==> config.mk <==
export PLATFORM = sky130hd
export DESIGN_NAME = reaction_game_ctrl
export DESIGN_NICKNAME = d
export VERILOG_FILES = /design/src/rtl/reaction_pkg.sv /design/src/rtl/player_prio_enc.sv /design/src/rtl/reaction_game_ctrl.sv
export SDC_FILE = /design/constraint.sdc
export NUM_CORES = 1
export LEC_CHECK = 0
export CORE_ASPECT_RATIO = 1.4
export CORE_MARGIN = 2
export CORE_UTILIZATION = 49
export DETAILED_ROUTE_END_ITERATION = 8
export GPL_ROUTABILITY_DRIVEN = 0
export PLACE_DENSITY = 0.86
export SLEW_MARGIN = 20
export SYNTH_ARGS = -nofsm -noshare
export SYNTH_HDL_FRONTEND = slang
export SYNTH_SLANG_ARGS = --single-unit
==> constraint.sdc <==
create_clock -name CLOCK50 -period 3.05 [get_ports CLOCK50]
set_clock_uncertainty 0.1 [all_clocks]
set_input_delay 0.4575 -clock CLOCK50 [delete_from_list [all_inputs] [get_ports CLOCK50]]
set_output_delay 0.4575 -clock CLOCK50 [all_outputs]
set_load 0.01 [all_outputs]
Figure 1. Cells by drive strength.
Bar = 20 µm.
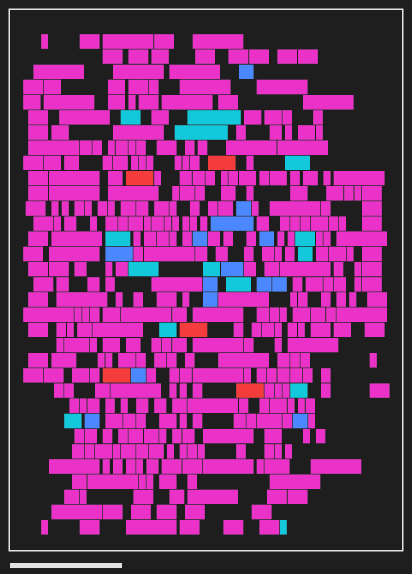
Key: drive 1 or less = magenta [cells 377, share 92%]; drive 2 = cyan [cells 14, share 3.4%]; drive 3 to 4 = blue [cells 14, share 3.4%]; drive 6 and up = red [cells 5, share 1.2%]
Non-clk bufs: 64
post-layout instance area: 3732 µm²
fin worst setup slack: 0.2887 ns

Figure 2. The clock network.
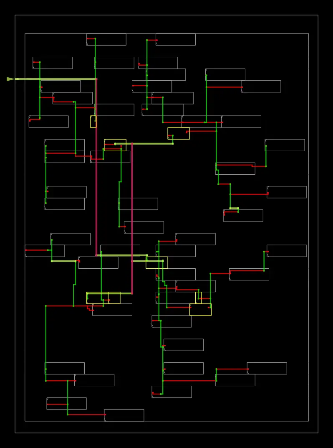
# clock sinks: 50
clk latency late pin: 0.31 ns
number of buffers created by CTS: 5

Figure 3. Metal 4.
Bar = 20 µm. Cells faint in the background.
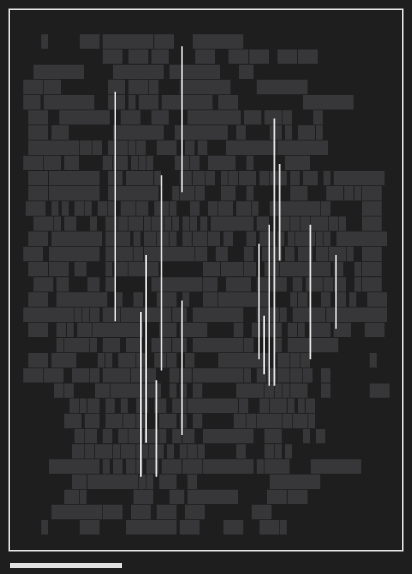
The wires run mostly vertical. 14 nets have wire on it. The layer holds 4.4% of the routed length. The longest straight run is 47.6 µm.
Via Count: 3033
Routed WL: 8359 µm

Figure 4. Metal layers overlaid.
Only two layers are drawn.
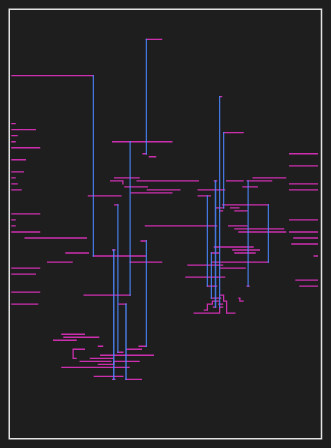
Key: met4 = blue [wire length 365 µm]; met3 = magenta [wire length 530 µm]
gr usage total: 0.2443
WL/cell: 17.41 µm

Figure 5. Signal wires on met2.
Cells faint in the background.
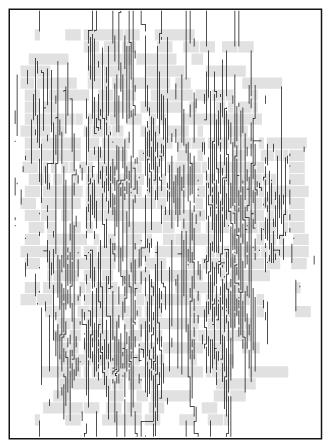
The layer carries 4130 µm of wire. The longest straight run is 49.4 µm. The wires run mostly vertical. 377 nets have wire on it.
met2 Use GR: 0.4049

==> GITHUB_STEP_SUMMARY <==
### Yosys + OpenROAD results

| Metric | Value |
|---|---|
| Sequential Power Share | `0.524` |
| Kind of critical path | `reg -> reg` |
| Startpoint types | `register` |
| Layout clock buffers | `7` |
| Buffering overhead | `0.1649` |
| Max-area cell share | `0.3988` |
| OpenROAD warnings | `29` |
| Cell Int Power | `1.039 mW` |
| CP Max Fanout | `9` |
| Vias in the first global route | `2887` |
| Comb group | `0.324 mW` |
| Final routed DRC violation total | `0` |
| DR top layer | `met4` |
| Cells after DPL | `472` |
| Most numerous logic cells after layout | `clkdlybuf4s50_1 (54), dfrtp_1 (48), nand2_1 (41), o21ai_0 (36), nor2_1 (24)` |
| MI comb cells | `271` |
| CP Cell Sequence | `nor4_1, nand3_2, or4_4, a21oi_1, o21ai_0, o21ai_1` |
| Inverters | `17` |
| CTS clk-pin slew, worst paths | `0.09 ns` |
| Rows | `33` |
| Die Y | `96.76 µm` |
| Largest net degree at the start of global routing | `24` |
| Final-report max-slew violation count | `0` |
| Post_cts resized | `0` |
| Status | `complete, no violations` |
Power figures rest on the tool's default switching activity, not on a simulated workload.
